### src/rtl/eth_tx_arbiter.sv
// ---------------------------------------------------------------------------
// eth_tx_arbiter
//
// Frame-level round-robin arbiter that shares the single 8-bit AXI-stream TX
// input of the 10/100 MII MAC between PORTS frame sources. It runs in the MAC
// tx_clk domain, directly upstream of the MAC tx_axis port. Once a port is
// granted, its whole frame passes through combinationally and uninterrupted.
// Only tlast releases the grant. Every frame is followed by at least one IDLE
// cycle.
//
// Optional feature macro: ETH_TX_ARB_WATCHDOG_EN
//   When it is defined, a 16-bit stall counter watches the granted port
//   during a frame. After TIMEOUT_CYCLES consecutive cycles without tvalid,
//   the arbiter performs two steps:
//   - It emits one 0x00 beat with tlast=1 and tuser=1, so that the MAC drops
//     the frame, and it pulses abort_pulse.
//   - It then drains the rest of the source frame.
//   When the macro is undefined, there is no counter and abort_pulse is 0.
//
// Ports:
//   clk, rst_n       MAC tx_clk, asynchronous active-low reset
//   s_axis_*         PORTS source streams (tdata lane i = bits [8i+7:8i])
//   m_axis_*         8-bit stream towards MAC tx_axis
//   grant_valid      a frame is in progress
//   grant_idx        index of the granted port
//   frame_count      completed (or aborted) output frames, wraps at 16 bits
//   abort_pulse      one-cycle pulse after an aborted frame's error beat
// ---------------------------------------------------------------------------
module eth_tx_arbiter #(
    parameter int PORTS          = 2,
    parameter int TIMEOUT_CYCLES = 1024
) (
    input  logic               clk,
    input  logic               rst_n,
    input  logic [PORTS*8-1:0] s_axis_tdata,
    input  logic [PORTS-1:0]   s_axis_tvalid,
    output logic [PORTS-1:0]   s_axis_tready,
    input  logic [PORTS-1:0]   s_axis_tlast,
    input  logic [PORTS-1:0]   s_axis_tuser,
    output logic [7:0]         m_axis_tdata,
    output logic               m_axis_tvalid,
    input  logic               m_axis_tready,
    output logic               m_axis_tlast,
    output logic               m_axis_tuser,
    output logic               grant_valid,
    output logic [2:0]         grant_idx,
    output logic [15:0]        frame_count,
    output logic               abort_pulse
);

    typedef enum logic [1:0] {
        ST_IDLE  = 2'd0,
        ST_XFER  = 2'd1,
        ST_ABORT = 2'd2,
        ST_DRAIN = 2'd3
    } state_e;

    state_e      state_q,       state_d;
    logic [2:0]  last_grant_q,  last_grant_d;
    logic [2:0]  grant_idx_q,   grant_idx_d;
    logic        grant_valid_q, grant_valid_d;
    logic [15:0] frame_count_q, frame_count_d;

    logic [7:0]       sel_data_s;
    logic             sel_valid_s;
    logic             sel_last_s;
    logic             sel_user_s;
    logic [PORTS-1:0] grant_onehot_s;
    logic             pick_found_s;
    logic [2:0]       pick_idx_s;

`ifdef ETH_TX_ARB_WATCHDOG_EN
    localparam logic [15:0] TIMEOUT_M1_C = 16'(TIMEOUT_CYCLES - 1);

    logic [15:0] stall_q, stall_d;
    logic        abort_pulse_q, abort_pulse_d;
`endif

    // Granted-port stream mux (written as a compare loop so the 3-bit index never overruns narrow vectors)
    always_comb begin
        sel_data_s     = 8'h00;
        sel_valid_s    = 1'b0;
        sel_last_s     = 1'b0;
        sel_user_s     = 1'b0;
        grant_onehot_s = '0;
        for (int i = 0; i < PORTS; i++) begin
            grant_onehot_s[i] = (grant_idx_q == 3'(i));
            sel_data_s  = grant_onehot_s[i] ? s_axis_tdata[8*i +: 8] : sel_data_s;
            sel_valid_s = grant_onehot_s[i] ? s_axis_tvalid[i]       : sel_valid_s;
            sel_last_s  = grant_onehot_s[i] ? s_axis_tlast[i]        : sel_last_s;
            sel_user_s  = grant_onehot_s[i] ? s_axis_tuser[i]        : sel_user_s;
        end
    end

    // Round-robin pick: the first valid port after last_grant; offsets scanned high-to-low so the nearest wins
    always_comb begin
        pick_found_s = 1'b0;
        pick_idx_s   = 3'd0;
        for (int k = PORTS; k >= 1; k--) begin
            for (int j = 0; j < PORTS; j++) begin
                pick_found_s = (s_axis_tvalid[j] && (j == ((int'(last_grant_q) + k) % PORTS)))
                               ? 1'b1 : pick_found_s;
                pick_idx_s   = (s_axis_tvalid[j] && (j == ((int'(last_grant_q) + k) % PORTS)))
                               ? 3'(j) : pick_idx_s;
            end
        end
    end

    // Next-state and stream outputs for the IDLE/XFER/ABORT/DRAIN controller
    always_comb begin
        state_d       = state_q;
        last_grant_d  = last_grant_q;
        grant_idx_d   = grant_idx_q;
        grant_valid_d = grant_valid_q;
        frame_count_d = frame_count_q;
`ifdef ETH_TX_ARB_WATCHDOG_EN
        stall_d       = stall_q;
        abort_pulse_d = 1'b0;
`endif
        m_axis_tdata  = 8'h00;
        m_axis_tvalid = 1'b0;
        m_axis_tlast  = 1'b0;
        m_axis_tuser  = 1'b0;
        s_axis_tready = '0;

        case (state_q)
            ST_IDLE: begin
                if (pick_found_s) begin
                    grant_idx_d   = pick_idx_s;
                    grant_valid_d = 1'b1;
                    state_d       = ST_XFER;
`ifdef ETH_TX_ARB_WATCHDOG_EN
                    stall_d       = 16'd0;
`endif
                end else begin
                    grant_valid_d = 1'b0;
                end
            end

            ST_XFER: begin
                m_axis_tdata  = sel_data_s;
                m_axis_tvalid = sel_valid_s;
                m_axis_tlast  = sel_last_s;
                m_axis_tuser  = sel_user_s;
                s_axis_tready = grant_onehot_s & {PORTS{m_axis_tready}};
                if (sel_valid_s && m_axis_tready && sel_last_s) begin
                    last_grant_d  = grant_idx_q;
                    grant_valid_d = 1'b0;
                    frame_count_d = frame_count_q + 16'd1;
                    state_d       = ST_IDLE;
                end else begin
`ifdef ETH_TX_ARB_WATCHDOG_EN
                    // stall_q counts the stalled cycles that came before this one.
                    if (sel_valid_s) begin
                        stall_d = 16'd0;
                    end else if (stall_q >= TIMEOUT_M1_C) begin
                        state_d = ST_ABORT;
                    end else begin
                        stall_d = stall_q + 16'd1;
                    end
`else
                    state_d = ST_XFER;
`endif
                end
            end

`ifdef ETH_TX_ARB_WATCHDOG_EN
            ST_ABORT: begin
                // A single error beat makes the MAC discard the partial frame.
                m_axis_tvalid = 1'b1;
                m_axis_tlast  = 1'b1;
                m_axis_tuser  = 1'b1;
                if (m_axis_tready) begin
                    abort_pulse_d = 1'b1;
                    frame_count_d = frame_count_q + 16'd1;
                    state_d       = ST_DRAIN;
                end else begin
                    state_d = ST_ABORT;
                end
            end

            ST_DRAIN: begin
                s_axis_tready = grant_onehot_s;
                if (sel_valid_s && sel_last_s) begin
                    last_grant_d  = grant_idx_q;
                    grant_valid_d = 1'b0;
                    state_d       = ST_IDLE;
                end else begin
                    state_d = ST_DRAIN;
                end
            end
`endif

            default: begin
                grant_valid_d = 1'b0;
                state_d       = ST_IDLE;
            end
        endcase
    end

    // State and grant registers
    always_ff @(posedge clk or negedge rst_n) begin
        if (!rst_n) begin
            state_q       <= ST_IDLE;
            last_grant_q  <= 3'(PORTS - 1);
            grant_idx_q   <= 3'd0;
            grant_valid_q <= 1'b0;
            frame_count_q <= 16'd0;
        end else begin
            state_q       <= state_d;
            last_grant_q  <= last_grant_d;
            grant_idx_q   <= grant_idx_d;
            grant_valid_q <= grant_valid_d;
            frame_count_q <= frame_count_d;
        end
    end

`ifdef ETH_TX_ARB_WATCHDOG_EN
    // Watchdog stall counter and abort pulse registers
    always_ff @(posedge clk or negedge rst_n) begin
        if (!rst_n) begin
            stall_q       <= 16'd0;
            abort_pulse_q <= 1'b0;
        end else begin
            stall_q       <= stall_d;
            abort_pulse_q <= abort_pulse_d;
        end
    end

    assign abort_pulse = abort_pulse_q;
`else
    assign abort_pulse = 1'b0;
`endif

    assign grant_valid = grant_valid_q;
    assign grant_idx   = grant_idx_q;
    assign frame_count = frame_count_q;

endmodule

### config.mk
export PLATFORM = sky130hd
export DESIGN_NAME = eth_tx_arbiter
export DESIGN_NICKNAME = d
export VERILOG_FILES = /design/src/rtl/eth_tx_arbiter.sv
export SDC_FILE = /design/constraint.sdc
export NUM_CORES = 1
export LEC_CHECK = 0
export CAP_MARGIN = 20
export CORE_ASPECT_RATIO = 0.6
export CORE_MARGIN = 1.5
export CORE_UTILIZATION = 40
export CTS_BUF_LIST = sky130_fd_sc_hd__clkbuf_4 sky130_fd_sc_hd__clkbuf_8
export DETAILED_ROUTE_END_ITERATION = 8
export PLACE_DENSITY = 0.81
export SYNTH_ARGS = -nofsm -noshare
export SYNTH_HDL_FRONTEND = slang
export SYNTH_SLANG_ARGS = --single-unit
### constraint.sdc
create_clock -name clk -period 1.66 [get_ports clk]
set_input_delay 0.166 -clock clk [delete_from_list [all_inputs] [get_ports clk]]
set_output_delay 0.166 -clock clk [all_outputs]
set_load 0.01 [all_outputs]
==> job_summary.md, run 1 <==
## Synthesis and layout report

| Metric | Value |
|---|---|
| Post-place setup slack | -0.04697 ns |
| Achievable frequency | around 0.6 GHz |
| Clk pwr | 369 uW |
| Num CTS Buffers | 3 |
| Total Power Consumption | 2261 uW |
| Worst R2R Start | grant_idx[0]$_DFFE_PN0P_ |
| AO/OA Area Share | less than 1% |
| Seq/Total Area, Yosys | 44.96% |
| Cell-by-cell trace of the critical path | clkinvlp_4, buf_4, nor2_1, dlygate4sd2_1 |
| Non-clock buffering overhead in the final layout | 36.67% |
| Yosys stat cell total | 107 |
| Placed Cells incl. Taps | 196 |
| Hold_buf cts | 0 |
| DR pass1 iterations | 4 |
| Fraction of the core area occupied by cells at floorplan | 43.34% |
| Cell at the slowest stage of the critical path | sky130_fd_sc_hd__dfrtp_1 |
| Crit. End Element | output pin |
| Pin count of the biggest net entering global routing | 15 |
| Critical path class | reg -> out |
| Biggest Area Class | buffers |
| Max layer used | met4 |
| Met2 WL post-DR | 1.523 mm |
| Power dissipated in sequential cells | 694 uW |
| Longest Clk Path Bufs | 2 |
| Clock network contribution to total cell area | under 10% |
| Area of the synthesized netlist per yosys stat | 0.001116 mm^2 |
| Number of nets with antenna violations after detailed routing | 0 |
| GR met2 Demand/Resource | 31.11% |
| Adder Area Share | 1.121% |
| Core Region | 0.002575 mm^2 |
| Library cell with the largest summed area after synthesis | sky130_fd_sc_hd__dfrtp_1 |
| PnR worst setup slack | 0.007148 ns |
| Violation count after the first detailed-route iteration | 109 |
| Pint | ~1500 uW |
| MaxCap Viol Count | 0 |
| Register bit total from synthesis | 20 |
| Per-instance average area after synthesis | about 10 um^2 |
| Netlist area before placement | 0.001116 mm^2 |
| End point of the critical path | m_axis_tdata[3] |
| Share of post-route cells with drive strength above 1 | 17.51% |
| OpenROAD warnings | 28 |
| Share of the synthesized area in the top cell type | roughly 43% |
| Clock Pin Slew Worst Setup and Hold Paths | 0.07 ns |
| Final non-filler cell area | 0.001863 mm^2 |
| Worst setup path startpoint | state_q[0]$_DFFE_PN0P_ |
| Clock period minus final worst setup slack | 1.653 ns |
| DIE WIDTH | 71.20 um |
| Met3 wire len | 138 um |
| Crit share post-route | 99.57% |
| Area taken by flip-flops and latches | 503.0 um^2 |
| Placer congestion estimate | 0.8407 |
| Fin Setup TNS | 0 ns |
| Number of global-route vias before repair | 980 |
| CP Buf/Inv Count | 3 |
| Switching Fraction | ~35% |
| Xor and xnor area share after synthesis | 11.77% |
| Total net switching power | 799.1 uW |
| CTS tree | done |
| Highest-power group | combinational logic |
| Part of the total power dissipated in the clock network | 16.3% |
| R2r worst-path depth | 5 |
| Cell area reported after detailed placement | 0.001720 mm^2 |
| Area occupied by multi-input gates | 574.3 um^2 |
| Yosys warning tally | 0 |
| Fraction of registers with async set or reset after synthesis | 100.0% |
| Wire length of the first global-routing pass | 4.864 mm |
| Comb pwr share | 53.0% |
| Root Buffer | sky130_fd_sc_hd__clkbuf_8 |
| Worst clock skew | 0.002221 ns |
| Multiplexer share of the synthesized area | 11.55% |
| Placement Rows | 14 |
| Clkbuf count | 4 |
| Crit path DRT | 1.49 ns |
| Most frequently used flop master after synthesis | sky130_fd_sc_hd__dfrtp_1 |
| Reg2Reg Capture Point | frame_count[1]$_DFFE_PN0P_ |
| Worst-skew pair later-pin latency | between 0.2 and 0.3 ns |
| Arrival time worst endpoint | ~1.5 ns |
| Total congestion overflow | 0 |
| Result of the run | finished clean |
| Non-clk invs | 1 |
| Unique cell types | 26 |
| Cell with the most instances after synthesis | sky130_fd_sc_hd__dfrtp_1 |
| Largest logic family | simple AND/OR/NAND/NOR gates |
| Critical path fanouts, max | 7 |
| Crit path depth | 4 |
| Count of antenna diodes in the layout | 0 |
| Kind of start point of the critical path | register |
| Multi-input gate count | 79 |
| Final setup fails | 0 |
| Register-to-Register Setup Slack | 0.02 ns |
| Gate count after technology mapping | 107 |
| RSZ-0062 raised after global routing | true |
| Nonclk buf count | around 73 |
| Most instantiated cells after synthesis | sky130_fd_sc_hd__dfrtp_1, sky130_fd_sc_hd__nor2_1, sky130_fd_sc_hd__xnor2_1 |
| Portion of total power attributed to sequential cells | 30.7% |
| Count of library flops with an enable pin | 0 |
| Static leakage | ~0.00085 uW |
| Number of slew-limit violations in the final report | 0 |
| Sinks on the clock net | 20 |
| Antenna violations before repair | 0 |
| Half-perimeter wire length after detailed placement | roughly 2.4 mm |
| Number of remaining DRC errors | 0 |
| Peak supply drop | 0.001025 V |
| Chip area | 0.003127 mm^2 |
| Main area contributors | sky130_fd_sc_hd__dfrtp_1, sky130_fd_sc_hd__xnor2_1, sky130_fd_sc_hd__mux2i_1 |
| Detailed-route vias per instance | between 4 and 5 |
| Filler Cells Inserted | about 170 |
| Utilization after layout | 72.35% |
| Tightest hold margin | 0.1731 ns |
| Top-level I/O count | 59 |
| Post-layout nets | 204 |
| Setup repair bufs after CTS | 0 |
| CTS HTree Levels | 1 |
| Simple Share, Synth | 23.54% |
| Number of port buffers | 55 |
| Final std cells w/o fill | 209 |
| Chip height | 43.92 um |
| Flip-flops | 20 |
| Fraction of area in multi-input gates | 30.83% |
| Post-synthesis to final-layout area growth | 66.93% |
| Power per cell area | 1214 mW/mm^2 |
| Final Hold Violating Endpoints | 0 |
[run 1: placed cells by master, fill, tap and decap left out, drive strengths merged, types with 2 or more instances in the layout]
master         count
dfrtp             19
buf               18
mux2i             11
dlygate4sd2        8
and2               2
nor2              16
nand4              7
clkdlybuf4s15      2
nand3              5
conb               3
xor2               2
nor3               3
and3               6
clkbuf             5
xnor2             13
dlymetal6s2s       2
clkdlybuf4s50     42
nand2              5
[run 1: kinds of logic (layout without fill, tap and decap cells)]
logic type | after synthesis | count (layout)
buf+inv | 10 | 78
compound gates | 1 | 1
xor+xnor | 15 | 15
simple gates | 47 | 47
mux | 12 | 12
flops | 20 | 20
fa+ha+maj | 1 | 1
other cells | 1 | 3
Figure 1. Routing congestion (run 1).
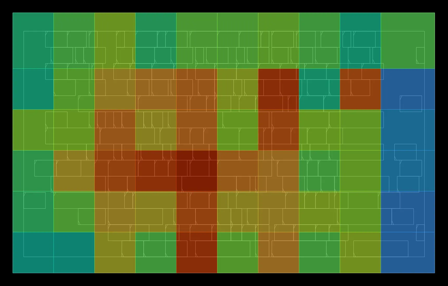
GR Util met3: 4.651%
routed length per instance: 15.57 um
global route hottest layer: met2
GR met1 Demand/Resource: 30.99%

Figure 2. Wiring by layer (run 1).
Two of the layers only.
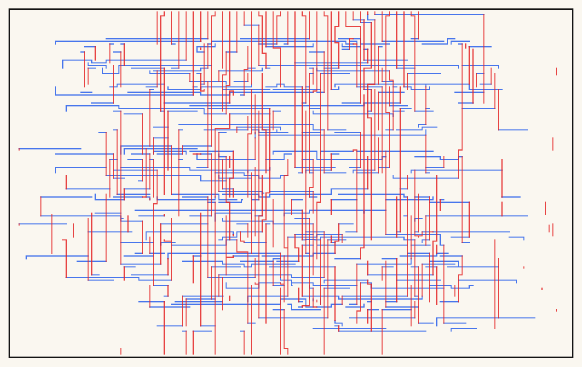
[metal 2] red | wire length: 1520 um
[metal 1] blue | wire length: 1570 um
overall routing resource usage: 20.59%
number of vias after detailed routing: 1039
final wirelength: 3.255 mm

Figure 3. A small window of the routed layout (run 1).
Region (41, 0) to (66, 25) um. Cells in grey, sequential cells in the stronger grey; small squares are vias.
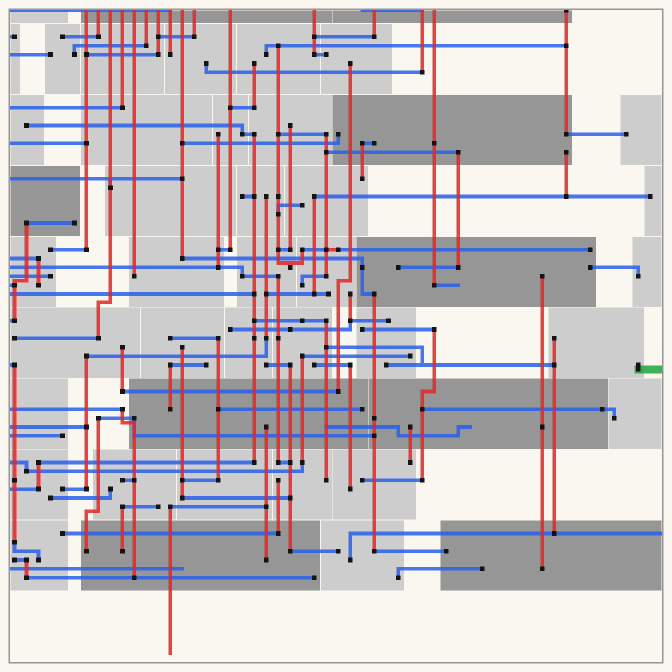
[metal 3] green
[metal 2] red
[metal 1] blue
sequential cells in the window: 6
cells with their middle in the window: 36
most frequent: xnor2_1 (7), dfrtp_1 (6), clkdlybuf4s50_1 (5)
netlist names of flops here include: frame_count (6)

==> run 2: changes to the inputs <==
HOLD_SLACK_MARGIN = 0.1   (was not set)
Figure 4. Wiring by layer (run 2).
Two of the layers only.
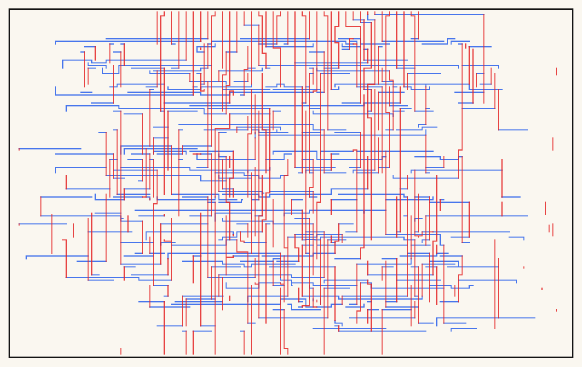
[metal 1] blue | wire length: 1570 um
[metal 2] red | wire length: 1520 um

Figure 5. Routing congestion (run 2).
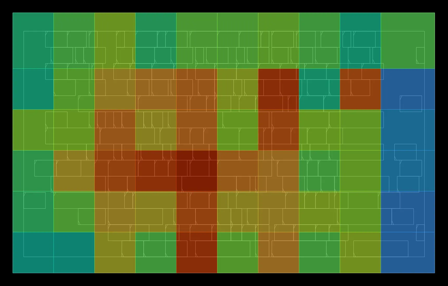
GR met2 Demand/Resource: 31.11%
utilization after layout: 72.35%

==> run 2 against run 1 <==
Die area unchanged. Highest routed layer unchanged. Largest power group unchanged. Maximum frequency unchanged. Worst setup slack stayed put. Cell area unchanged. Clock-buffer cell count unchanged. Worst hold slack is the same. Routed wire length unchanged. Clock skew unchanged. Non-clock buffer count stayed put. Area after synthesis unchanged. Largest cell class unchanged.
==> job_summary.md, run 2 <==
## Synthesis and layout report

| Metric | Value |
|---|---|
| Fraction of the core area occupied by cells at floorplan | between 40% and 50% |
| Achievable frequency | slightly above 0.6 GHz |
| Fin Setup TNS | 0 ns |
| Half-perimeter wire length after detailed placement | around 2.4 mm |
| Seq/Total Area, Yosys | between 40 and 50% |
| Unique cell types | 26 |
| Routed length per instance | 15.57 um |
| Met2 WL post-DR | 1.523 mm |
| Post-layout nets | 204 |
| Final wirelength | 3.255 mm |
| Total congestion overflow | 0 |
| Arrival time worst endpoint | 1.49 ns |
| Peak supply drop | 0.001025 V |
| Count of antenna diodes in the layout | 0 |
| Number of vias after detailed routing | 1039 |
| Metal-1 WL | 1.572 mm |
| Critical path class | reg -> out |
| Number of remaining DRC errors | 0 |
| Netlist area before placement | 0.001116 mm^2 |
| Overall routing resource usage | 20.59% |
| Pin count of the biggest net entering global routing | 15 |
| Yosys warning tally | 0 |
| Clock period minus final worst setup slack | 1.653 ns |
| RSZ-0062 raised after global routing | true |
| Setup repair bufs after CTS | 0 |
| Placer congestion estimate | about 0.84 |
| Core Region | 0.002575 mm^2 |
| Reg2Reg Capture Point | frame_count[1]$_DFFE_PN0P_ |
| Cell-by-cell trace of the critical path | clkinvlp_4, buf_4, nor2_1, dlygate4sd2_1 |
| Top-level I/O count | approximately 59 |
| Register bit total from synthesis | 20 |
| Stage delay of the slowest cell on the critical path | 0.44 ns |
| Most numerous logic cell after layout | sky130_fd_sc_hd__clkdlybuf4s50_1 |
| MaxCap Viol Count | 0 |
| Root Buffer | sky130_fd_sc_hd__clkbuf_8 |
| Share of the synthesized area in the top cell type | 42.60% |
| Library cell with the largest summed area after synthesis | sky130_fd_sc_hd__dfrtp_1 |
| Detailed-route vias per instance | 4.971 |
| Cell area reported after detailed placement | around 0.0017 mm^2 |
| Yosys stat cell total | 107 |
| Register-to-Register Setup Slack | about 0.02 ns |
| DIE WIDTH | around 71 um |
| Global route hottest layer | met2 |
| R2r worst-path depth | 5 |
| Worst R2R Start | grant_idx[0]$_DFFE_PN0P_ |
| Critical path fanouts, max | 7 |
| Result of the run | finished clean |
| Flip-flop count of the largest register, all copies and words added | 16 |
| Number of port buffers | 55 |
| Number of nets with antenna violations after detailed routing | 0 |
| Longest Clk Path Bufs | 2 |
| OpenROAD warnings | 28 |
| Number of slew-limit violations in the final report | 0 |
| Worst setup path startpoint | state_q[0]$_DFFE_PN0P_ |
| Crit. End Element | output pin |
| Num CTS Buffers | 3 |
| Post-place setup slack | -0.04697 ns |
| Crit path DRT | about 1.5 ns |
| Sinks on the clock net | 20 |
| Chip height | 43.92 um |
| Most frequently used flop master after synthesis | sky130_fd_sc_hd__dfrtp_1 |
| Clock Pin Slew Worst Setup and Hold Paths | 0.07 ns |
| Number of global-route vias before repair | 980 |
| GR met1 Demand/Resource | 30.99% |
| Final non-filler cell area | 0.001863 mm^2 |
| DR pass1 iterations | 4 |
| GR Util met3 | 4.651% |
| Hold Crit Class | in -> async |
| Most used cells in the layout excluding fill and tap cells | sky130_fd_sc_hd__clkdlybuf4s50_1, sky130_fd_sc_hd__dfrtp_1, sky130_fd_sc_hd__nor2_1, sky130_fd_sc_hd__buf_4, sky130_fd_sc_hd__xnor2_1 |
| PnR worst setup slack | 0.007148 ns |
| Antenna violations before repair | 0 |
| Worst-skew pair later-pin latency | 0.26 ns |
| Final Hold Violating Endpoints | 0 |
| Per-instance average area after synthesis | 10.43 um^2 |
| Tightest hold margin | about 0.17 ns |
| Area of the synthesized netlist per yosys stat | 0.001116 mm^2 |
| Violation count after the first detailed-route iteration | about 110 |
| Worst clock skew | 0.002221 ns |
| Final setup fails | 0 |
| Post-synthesis to final-layout area growth | 66.93% |
| Met3 wire len | 138 um |
| Kind of start point of the critical path | register |
| Count of library flops with an enable pin | 0 |
| Number of gates given a new drive strength after cts | 14 |
| Total Power Consumption | 2261 uW |
| Max layer used | met4 |
| CTS tree | done |
| Crit share post-route | roughly 100% |
| Power per cell area | 1214 mW/mm^2 |
| Hold_buf cts | 0 |
| Cell at the slowest stage of the critical path | sky130_fd_sc_hd__dfrtp_1 |
| Fraction of registers with async set or reset after synthesis | 100.0% |
| Gate count after technology mapping | 107 |
| CTS HTree Levels | 1 |
| Placement Rows | 14 |
| Main area contributors | sky130_fd_sc_hd__dfrtp_1, sky130_fd_sc_hd__xnor2_1, sky130_fd_sc_hd__mux2i_1 |
| Static leakage | 0.0008542 uW |
| End point of the critical path | m_axis_tdata[3] |
| Chip area | roughly 0.0031 mm^2 |
| Share of post-route cells with drive strength above 1 | 17.51% |
| Most instantiated cells after synthesis | sky130_fd_sc_hd__dfrtp_1, sky130_fd_sc_hd__nor2_1, sky130_fd_sc_hd__xnor2_1 |
| Cell with the most instances after synthesis | sky130_fd_sc_hd__dfrtp_1 |
| Placed Cells incl. Taps | 196 |
| Wire length of the first global-routing pass | 4.864 mm |
| Final std cells w/o fill | approximately 210 |
-- run 2: layout make-up --
cell class                 instances  area, um^2
fill                             171       711.9
tap                               32       40.04
timing repair buffer              73       683.2
multi-input combinational         79       574.3
sequential                        20       503.0
inverter                           1       7.507
clock buffer                       4       55.05
-- run 2: kinds of logic after synthesis --
group / synth area share, %
other: 0.3360
buffers and inverters: 5.828
adders and majority gates: 1.121
AOI/OAI and AO/OA: 0.8969
DFF: 44.96
and+or+nand+nor: 23.54
xor gates and xnor gates: 11.77
muxes: 11.55
-- run 2: power breakdown --
group / internal (uW) / switching, uW
clock: 211 / 158
sequential: 592 / 103
combinational: 659 / 538
-- run 2: worst max-delay path: cells and delay by family, from the launching register on --
family        cells  cell delay, ns
flops             1            0.44
buf+inv           3            0.68
simple gates      1            0.11
Figure 6. Sizing map (run 2).
Scale bar: 20 um.
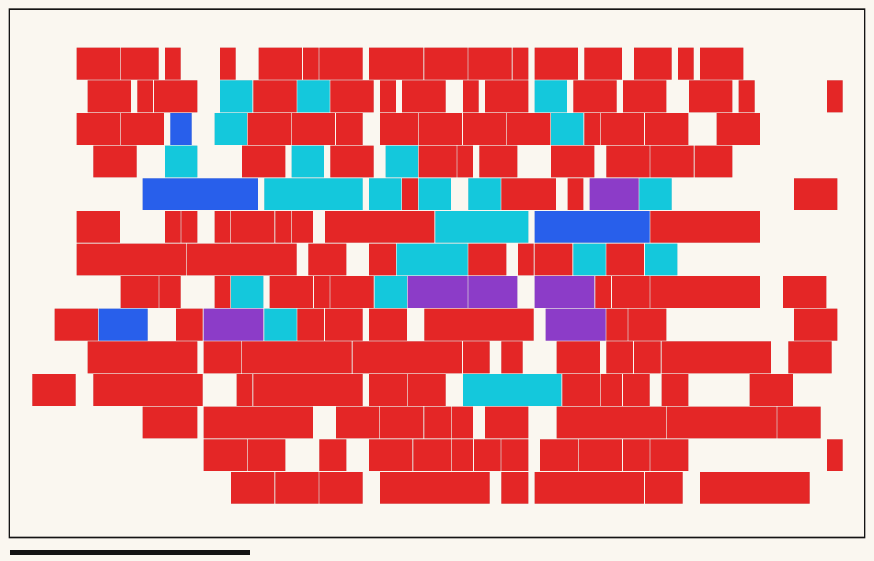

==> run 3: changes to the inputs <==
--- a/constraint.sdc
+++ b/constraint.sdc
@@ -3,2 +3,2 @@
 set_output_delay 0.166 -clock clk [all_outputs]
-set_load 0.01 [all_outputs]
+set_load 0.02 [all_outputs]
Figure 7. Sizing map (run 3).
Scale bar: 20 um.
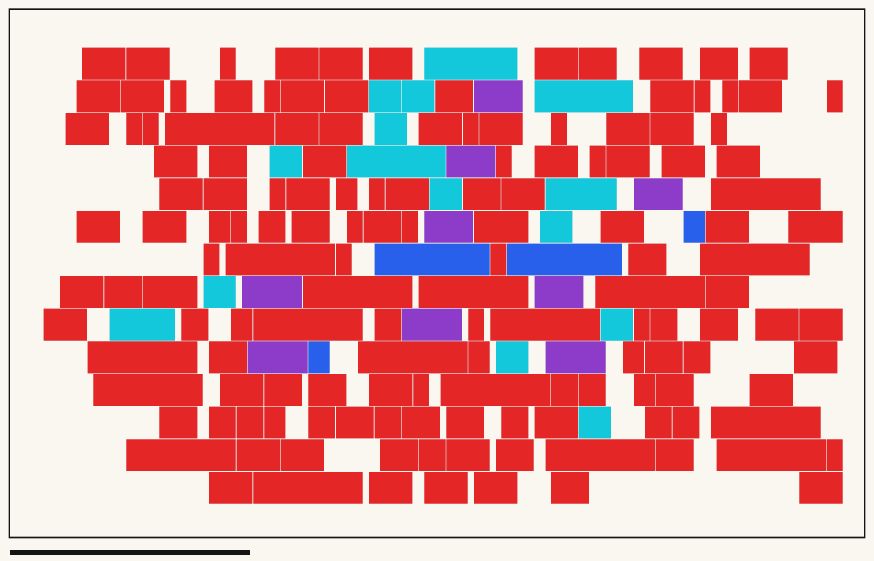
[_6 and larger] purple | cells: 9 | share: 5.2%
[_3 and _4 cells] cyan | cells: 15 | share: 8.6%
[_2 cells] blue | cells: 4 | share: 2.3%
[_0 and _1 cells] red | cells: 146 | share: 84%
final non-filler cell area: 0.001847 mm^2
post-synthesis to final-layout area growth: 65.47%
PnR worst setup slack: -0.005047 ns
nonclk buf count: 70

==> run 3 against run 2 <==
The run now ends with setup timing left. Synthesized cell count unchanged. Combinational power rose by 9%. Clock skew grew 0.00072 ns. Clock power rose by 2%. Via count increased by 0.29%. Critical path depth grew 2. Critical path type is now reg -> reg. Die area stayed put. First-iteration DRC count decreased by 42%. Critical endpoint is now frame_count[15]$_DFFE_PN0P_. Sequential share of layout area up 0.24 points. Non-clock buffer count is 3 lower. Global-route usage increased by 0.91 points. Sequential power hardly changed.
==> job_summary.md, run 3 <==
## Synthesis and layout report

| Metric | Value |
|---|---|
| Placed Cells incl. Taps | 196 |
| Arrival time worst endpoint | 1.82 ns |
| Seq/Total Area, Yosys | 44.96% |
| Share of post-route cells with drive strength above 1 | 16.09% |
| Clock Pin Slew Worst Setup and Hold Paths | 0.08 ns |
| Count of antenna diodes in the layout | 0 |
| Fraction of the core area occupied by cells at floorplan | roughly 43% |
| Clk pwr | around 380 uW |
| Hold Crit Class | in -> async |
| Fin Setup TNS | -0.01251 ns |
| Crit path depth | 6 |
| Number of port buffers | 55 |
| Met2 WL post-DR | 1.548 mm |
| Antenna violations before repair | 0 |
| Register bit total from synthesis | 20 |
| Crit. End Element | register |
| Failing checks | setup timing |
| Setup repair bufs after CTS | 2 |
| Power per cell area | 1289 mW/mm^2 |
| Final setup fails | 3 |
| CP Buf/Inv Count | 2 |
| Core Region | 0.002575 mm^2 |
| Main area contributors | sky130_fd_sc_hd__dfrtp_1, sky130_fd_sc_hd__xnor2_1, sky130_fd_sc_hd__mux2i_1 |
| Cell at the slowest stage of the critical path | sky130_fd_sc_hd__dfrtp_2 |
| Flip-flop count of the largest register, all copies and words added | 16 |
| Part of the total power dissipated in the clock network | 15.8% |
| CTS HTree Levels | 1 |
| Kind of start point of the critical path | register |
| Worst setup path startpoint | grant_idx[0]$_DFFE_PN0P_ |
| Worst R2R Start | grant_idx[0]$_DFFE_PN0P_ |
| Crit path DRT | 1.81 ns |
| Number of gates given a new drive strength after cts | 16 |
| Placement Rows | 14 |
| Fraction of registers with async set or reset after synthesis | 100.0% |
| Yosys warning tally | 0 |
| Static leakage | 0.0008513 uW |
| Yosys stat cell total | roughly 110 |
| Share of the synthesized area in the top cell type | a little over two fifths |
| Met3 wire len | between 150 and 200 um |
| Post-place setup slack | -0.1046 ns |
| Top delay family on crit path | flip-flops |
| Library cell with the largest summed area after synthesis | sky130_fd_sc_hd__dfrtp_1 |
| Wire length of the first global-routing pass | 5.064 mm |
| R2r worst-path depth | 6 |
| Detailed-route vias per instance | 5.058 |
| Worst-skew pair later-pin latency | 0.26 ns |
| Half-perimeter wire length after detailed placement | 2.566 mm |
| Netlist area before placement | 0.001116 mm^2 |
| Portion of total power attributed to sequential cells | approximately 29% |
| Pin count of the biggest net entering global routing | 13 |
| Final std cells w/o fill | 206 |
| Comb pwr share | 55.0% |
| Metal-1 WL | between 1.5 and 2 mm |
| Max layer used | met4 |
| Result of the run | finished with violations |
| Total congestion overflow | 0 |
| End point of the critical path | frame_count[15]$_DFFE_PN0P_ |
| Register-to-Register Setup Slack | -0.005 ns |
| Critical path fanouts, max | 5 |
| PnR worst setup slack | -0.005047 ns |
| Crit share post-route | 100.3% |
| CTS tree | done |
| Number of global-route vias before repair | 992 |
| Hold_buf cts | 0 |
| Number of vias after detailed routing | about 1000 |
| Longest Clk Path Bufs | 2 |
| Chip area | 0.003127 mm^2 |
| Most used cells in the layout excluding fill and tap cells | sky130_fd_sc_hd__clkdlybuf4s50_1, sky130_fd_sc_hd__dfrtp_1, sky130_fd_sc_hd__nor2_1 |
| Total Power Consumption | about 2400 uW |
| GR met1 Demand/Resource | 31.43% |
| Per-instance average area after synthesis | 10.43 um^2 |
| Cell area reported after detailed placement | between 0.0015 and 0.002 mm^2 |
| GR Util met3 | 4.651% |
| Area of the synthesized netlist per yosys stat | 0.001116 mm^2 |
| OpenROAD warnings | 28 |
| Power drawn by the combinational cells | 1310 uW |
| Most frequently used flop master after synthesis | sky130_fd_sc_hd__dfrtp_1 |
| Number of nets with antenna violations after detailed routing | 0 |
| Total net switching power | 951.6 uW |
| Number of remaining DRC errors | 0 |
| Sinks on the clock net | 20 |
| MaxCap Viol Count | 0 |
| DIE WIDTH | 71.20 um |
| Placer congestion estimate | 0.7933 |
| Critical path class | reg -> reg |
| DR pass1 iterations | 4 |
| Num CTS Buffers | 3 |
| Most instantiated cells after synthesis | sky130_fd_sc_hd__dfrtp_1, sky130_fd_sc_hd__nor2_1, sky130_fd_sc_hd__xnor2_1 |
| RSZ-0062 raised after global routing | true |
| Post-layout nets | roughly 200 |
| Cell with the most instances after synthesis | sky130_fd_sc_hd__dfrtp_1 |
| Final Hold Violating Endpoints | 0 |
| Number of slew-limit violations in the final report | 0 |
| Violation count after the first detailed-route iteration | roughly 63 |
| Unique cell types | 26 |
| Tightest hold margin | about 0.21 ns |
| Most numerous logic cell after layout | sky130_fd_sc_hd__clkdlybuf4s50_1 |
| Highest-power group | combinational logic |
| Clock period minus final worst setup slack | 1.665 ns |
| Peak supply drop | 0.001026 V |
| Achievable frequency | around 0.6 GHz |
| Overall routing resource usage | 21.49% |
| Root Buffer | sky130_fd_sc_hd__clkbuf_8 |
| Count of library flops with an enable pin | 0 |
| Top-level I/O count | 59 |
| Reg2Reg Capture Point | frame_count[15]$_DFFE_PN0P_ |
| Switching Fraction | around two fifths |
| Stage delay of the slowest cell on the critical path | 0.44 ns |
| Power dissipated in sequential cells | 695 uW |
Figure 8. Routing congestion (run 3).
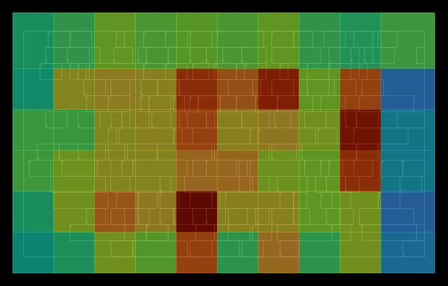
utilization after layout: 71.72%
routed length per instance: 16.30 um
GR met2 Demand/Resource: 33.89%

==> run 3: cell counts after synthesis <==
No cell type changed its count.
==> run 3: layout make-up <==
class,instances,area [um^2]
Sequential cell,20,503.0
Clock buffer,4,55.05
Tap cell,32,40.04
Timing Repair Buffer,70,666.9
Inverter,1,3.754
Multi-Input combinational cell,79,578.1
Fill cell,194,728.2
==> run 3: cell families after synthesis <==
family / Yosys count / share of synthesized area (%)
buffers and inverters: 10 / 5.828
AOI/OAI and AO/OA: 1 / 0.8969
other: 1 / 0.3360
adders and majority gates: 1 / 1.121
DFF: 20 / 44.96
and+or+nand+nor: 47 / 23.54
xor gates and xnor gates: 15 / 11.77
muxes: 12 / 11.55
Power figures rest on the tool's default switching activity, not on a simulated workload.
